`src/rtl/clock_meas_pkg.sv`:
```
// Shared definitions for clock measurement blocks: FSM state type,
// default counter width, minimum synchronizer depth and a small helper
// for the lock match counter.
package clock_meas_pkg;

    typedef enum logic [1:0] {
        ST_IDLE,
        ST_SEEK,
        ST_MEASURE
    } meas_state_t;

    localparam int DEFAULT_WIDTH   = 16;
    localparam int MIN_SYNC_STAGES = 2;

    // Two-bit match counter: counts consecutive matches up to 2, clears on a miss.
    function automatic logic [1:0] match_next(input logic [1:0] cur, input logic hit);
        if (!hit) begin
            return 2'd0;
        end
        return (cur == 2'd2) ? 2'd2 : cur + 2'd1;
    endfunction

endpackage

```
`src/rtl/sync_edge_detect.sv`:
```
// Synchronizes an asynchronous level into the clk_in domain and flags
// every transition (both polarities) as a one-cycle sig_edge.
// Depth below MIN_SYNC_STAGES is clamped up to the minimum.
module sync_edge_detect
    import clock_meas_pkg::*;
#(
    parameter int STAGES = MIN_SYNC_STAGES
) (
    input  logic clk_in,
    input  logic reset,
    input  logic sig_in,
    output logic sig_edge
);

    localparam int N = (STAGES < MIN_SYNC_STAGES) ? MIN_SYNC_STAGES : STAGES;

    logic [N-1:0] sync_q;
    logic         s_prev_q;

    // Synchronizer chain plus one extra register holding the previous synchronized level.
    always_ff @(posedge clk_in) begin
        // NOTE: sequential state uses non-blocking assignments so every flop samples pre-edge values.
        if (!reset) begin
            sync_q   <= '0;
            s_prev_q <= 1'b0;
        end else begin
            sync_q   <= {sync_q[N-2:0], sig_in};
            s_prev_q <= sync_q[N-1];
        end
    end

    assign sig_edge = sync_q[N-1] ^ s_prev_q;

endmodule

```
`src/rtl/clock_period_meter.sv`:
```
// Measures the half-period of a slow asynchronous square wave in clk_in
// cycles. Result matches the divider 'half' setting that produced it.
// Optional lock detection is built when CLOCK_PERIOD_METER_LOCK_EN is
// defined; otherwise 'locked' is tied low.
module clock_period_meter
    import clock_meas_pkg::*;
#(
    parameter int WIDTH       = DEFAULT_WIDTH,
    parameter int SYNC_STAGES = 2,
    parameter int TOL         = 0
) (
    input  logic             clk_in,
    input  logic             reset,
    input  logic             enable,
    input  logic             sig_in,
    output logic [WIDTH-1:0] half_count,
    output logic             valid,
    output logic             timeout,
    output logic             locked
);

    localparam logic [WIDTH-1:0] CNT_MAX = '1;

    meas_state_t      state_q, state_d;
    logic [WIDTH-1:0] cnt_q, cnt_d;
    logic [WIDTH-1:0] half_q, half_d;
    logic             valid_q, valid_d;
    logic             timeout_q, timeout_d;
    logic             sig_edge;

    sync_edge_detect #(
        .STAGES (SYNC_STAGES)
    ) u_sync_edge (
        .clk_in   (clk_in),
        .reset    (reset),
        .sig_in   (sig_in),
        .sig_edge (sig_edge)
    );

    // FSM state register.
    always_ff @(posedge clk_in) begin
        if (!reset) begin
            state_q <= ST_IDLE;
        end else begin
            state_q <= state_d;
        end
    end

    // Next state, counter and result updates; an edge beats saturation.
    always_comb begin
        // NOTE: every value written here gets a default first, so no latch is inferred.
        state_d   = state_q;
        cnt_d     = cnt_q;
        half_d    = half_q;
        valid_d   = 1'b0;
        timeout_d = 1'b0;
        if (!enable) begin
            state_d = ST_IDLE;
            cnt_d   = '0;
        end else begin
            case (state_q)
                ST_IDLE: begin
                    cnt_d   = '0;
                    state_d = ST_SEEK;
                end
                ST_SEEK: begin
                    if (sig_edge) begin
                        cnt_d   = '0;
                        state_d = ST_MEASURE;
                    end
                end
                ST_MEASURE: begin
                    if (sig_edge) begin
                        half_d  = cnt_q;
                        valid_d = 1'b1;
                        cnt_d   = '0;
                    end else if (cnt_q == CNT_MAX) begin
                        timeout_d = 1'b1;
                        cnt_d     = '0;
                        state_d   = ST_SEEK;
                    end else begin
                        cnt_d = cnt_q + 1'b1;
                    end
                end
                default: begin
                    state_d = ST_IDLE;
                    cnt_d   = '0;
                end
            endcase
        end
    end

    // Counter, result and pulse registers; a partial count never survives reset.
    always_ff @(posedge clk_in) begin
        if (!reset) begin
            cnt_q     <= '0;
            half_q    <= '0;
            valid_q   <= 1'b0;
            timeout_q <= 1'b0;
        end else begin
            cnt_q     <= cnt_d;
            half_q    <= half_d;
            valid_q   <= valid_d;
            timeout_q <= timeout_d;
        end
    end

    assign half_count = half_q;
    assign valid      = valid_q;
    assign timeout    = timeout_q;

`ifdef CLOCK_PERIOD_METER_LOCK_EN
    localparam logic [WIDTH-1:0] TOL_W = WIDTH'(TOL);

    logic [WIDTH-1:0] last_q;
    logic [WIDTH-1:0] diff;
    logic             hit;
    logic [1:0]       match_q;

    // Absolute difference between the newest result and the one before it.
    always_comb begin
        diff = (half_q >= last_q) ? (half_q - last_q) : (last_q - half_q);
        hit  = (diff <= TOL_W);
    end

    // Match counter updates the cycle after each valid, so locked follows one cycle later.
    always_ff @(posedge clk_in) begin
        if (!reset) begin
            match_q <= 2'd0;
            last_q  <= '0;
        end else if (!enable || timeout_d) begin
            match_q <= 2'd0;
        end else if (valid_q) begin
            match_q <= match_next(match_q, hit);
            last_q  <= half_q;
        end
    end

    assign locked = (match_q == 2'd2);
`else
    assign locked = 1'b0;
`endif

endmodule
```
`config.mk`:
```
export PLATFORM = sky130hd
export DESIGN_NAME = clock_period_meter
export DESIGN_NICKNAME = d
export VERILOG_FILES = /design/src/rtl/clock_meas_pkg.sv /design/src/rtl/sync_edge_detect.sv /design/src/rtl/clock_period_meter.sv
export SDC_FILE = /design/constraint.sdc
export NUM_CORES = 1
export LEC_CHECK = 0
export ABC_AREA = 0
export ABC_CLOCK_PERIOD_IN_PS = 2300
export CAP_MARGIN = 20
export CORE_ASPECT_RATIO = 1.75
export CORE_MARGIN = 2
export CORE_UTILIZATION = 54
export DETAILED_ROUTE_END_ITERATION = 7
export PLACE_DENSITY = 0.84
export SYNTH_ARGS = -nofsm -noshare
export SYNTH_HDL_FRONTEND = slang
export SYNTH_HIERARCHICAL = 1
export SYNTH_SLANG_ARGS = --single-unit
```
`constraint.sdc`:
```
create_clock -name clk_in -period 2.3 [get_ports clk_in]
set_input_delay 0.46 -clock clk_in [delete_from_list [all_inputs] [get_ports clk_in]]
set_output_delay 0.46 -clock clk_in [all_outputs]
set_load 0.01 [all_outputs]
```
==> out/metrics.csv <==
metric,value,unit
sw_frac_of_total,22.5,%
clock_path_buffers,2,
num_rows,27,
cts_resized,0,
synthToLayoutAreaGrowth,19.1,%
switching_power,0.263,mW
regArea,781,µm²
use_met1,24.6,%
drt_first_iter_violations,30,
yosysWarnings,6,
viasPerCell,5.53,
cts.sinks,39,
ys_cells,203,
outcome,completed,
p_per_area,560,nW/µm²
grtUsageTotal,22.6,%
die_h,79.3,µm
period_needed,1.95,ns
hold_violations,0,
lay_top_count,nand2_1,
crit_arrival,2.12,ns
peakVddDrop,0.000533,V
dieArea,3730,µm²
num_vias,1482,
coreArea,3110,µm²
async_reset_ff_share,0,%
min_to,u_sync_edge/sync_q[1],
hold_path.class,reg2reg,
worst-path-max-fanout,5,
fin_ws,0.348,ns
p_leak,0.681,nW
die_w,47.0,µm
antenna_left,0,
hp-start,u_sync_edge/sync_q[0],
fp_util,56.3,%
drc_errors,0,
cts_tree,yes,
tool_warnings,26,
wl_per_cell,13.7,µm
syn_area_per_cell,8.62,µm²
finalClockPeriodUsage,84.9,%
enable_flop_cells,0,
r2r_setup_slack,0.35,ns
logic_area,898,µm²
place_ws,0.402,ns
seqPwrFrac,58.3,%
grt_pass1_wl,6010,µm
postSynthCellCount,203,
cts.clk_slew.worst_paths,0.08,ns
-- power groups by stage --
stage	clock network [mW]	logic [mW]	registers, mW
after floorplan	0	0.0295	0.696
after global placement	0	0.0430	0.696
after detailed placement	0	0.0434	0.696
after CTS	0.453	0.0435	0.681
after global routing	0.482	0.0475	0.681
final	0.443	0.0435	0.681
-- cells in the mapped netlist, types with 2 or more instances --
master,count,area [µm²]
a21boi_0,16,120
a21oi_1,7,35.0
and2_1,3,18.8
and3_1,3,18.8
and4_1,2,17.5
buf_2,3,15.0
clkbuf_1,7,26.3
clkbuf_2,2,10.0
dfxtp_1,39,781
inv_1,3,11.3
nand2_1,41,154
nand3_1,8,40.0
nand4_1,4,25.0
nand4_2,2,25.0
nor2_1,13,48.8
nor3_1,4,20.0
nor4_1,5,31.3
o211ai_1,2,15.0
o21ai_0,3,15.0
o22ai_1,2,12.5
or3b_1,2,17.5
xnor2_1,6,52.6
xor2_1,2,17.5
-- logic make-up (layout without fill, tap and decap cells) --
family / count (synthesis) / after routing / share of synthesized area, %
simple gates: 101 / 101 / 31.8
xor+xnor: 8 / 8 / 4.01
fa+ha+maj: 1 / 1 / 0.715
other cells: 1 / 1 / 0.214
compound gates: 36 / 36 / 14.0
mux: 1 / 1 / 0.572
buf+inv: 16 / 38 / 4.01
flops: 39 / 39 / 44.6
-- routing by layer --
layer	share of wire, %	wire length, µm
met2	55	2030
met5	0	0
met4	3.8	140
met1	38	1410
met3	2.9	106
-- registers in the layout (all words and copies together) (netlist names) --
name	cells
cnt_q	16
u_sync_edge/s_prev_q	1
state_q	2
u_sync_edge/sync_q	2
half_count	16
valid	1
timeout	1
-- cell type report --
| type | instances | area share, % |
|---|---|---|
| multi-input combinational | 148 | 43.1 |
| sequential | 39 | 37.5 |
| timing repair buffer | 27 | 12.3 |
| clock buffer | 5 | 3.30 |
| tap | 43 | 2.58 |
| clock inverter | 3 | 0.721 |
| inverter | 3 | 0.541 |
-- stage by stage --
stage	cell area (µm²)	total power [mW]	instances
finish	2080	1.17	268
global route	2080	1.21	268
CTS	2080	1.18	268
detailed placement	2000	0.740	260
global placement	2000	0.739	260
floorplan	1750	0.725	203
-- how the worst max path moves through the flow --
stage | to | slack, ns | cells past startpoint | start
6_report | cnt_q[14] | 0.35 | 5 | cnt_q[0]
5_1_grt | cnt_q[13] | 0.24 | 5 | u_sync_edge/sync_q[1]
4_1_cts | timeout | 0.40 | 4 | cnt_q[0]
3_5_place_dp | cnt_q[5] | 0.40 | 6 | enable
3_3_place_gp | timeout | 0.43 | 4 | cnt_q[0]
2_1_floorplan | cnt_q[14] | 0.63 | 5 | cnt_q[0]
-- critical path: stages, from the launching register on --
cell	delay [ns]
dfxtp_1	0.46
ha_1	0.29
nand4_2	0.18
or4_1	0.58
a21oi_1	0.19
o22ai_1	0.13
**I/O nets highlighted**

(8 px per µm)
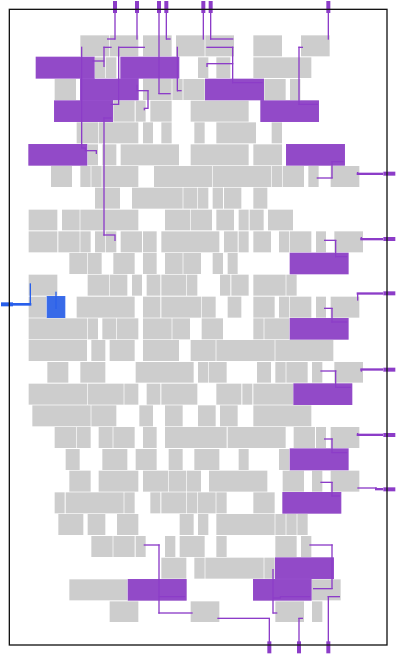
port	color	direction	edge	end cells	buffers	wire
`half_count`	purple	output	7 north, 6 east, 3 south	16	16	226 µm
`sig_in`	blue	input	west	1	1	6.70 µm
num ports: 23
# port buffers: 21

**Wiring heat map**

(6 px per µm) 9 x 16 tiles, from white (low) to dark blue (high), scaled to the fullest tile. Values are wire area over tile area, all layers added.
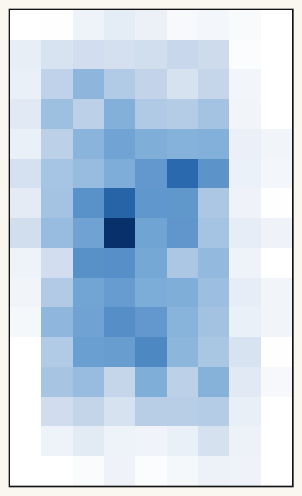
fullest tile	0.62
mean over tiles	0.16
densest ninth of the die	center
tiles over half the peak	16%
nearly empty tiles	14%
emptiest ninth of the die	north-east

**Clock wires, drivers and flops**

(8 px per µm)
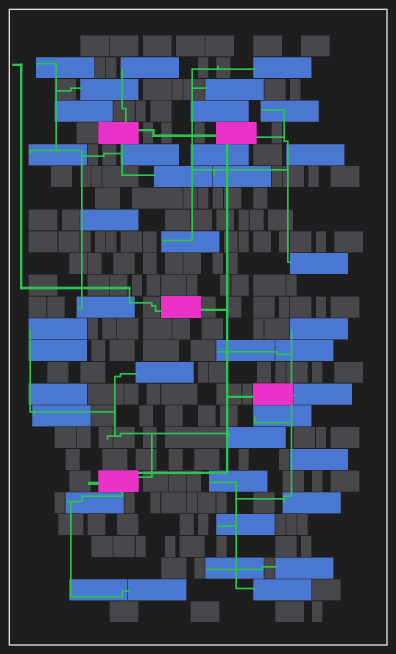
[clock wires] green | length: 445 µm
[clock drivers] magenta | count: 5
[flip-flops] blue | count: 39
flops lie	widely spread
routed clock nets	6
clock power share: 37.9%
Final Skew: 0.00514 ns
Clk power: 0.443 mW
clk latency late pin: 0.29 ns

Power and IR drop assume default switching activity.
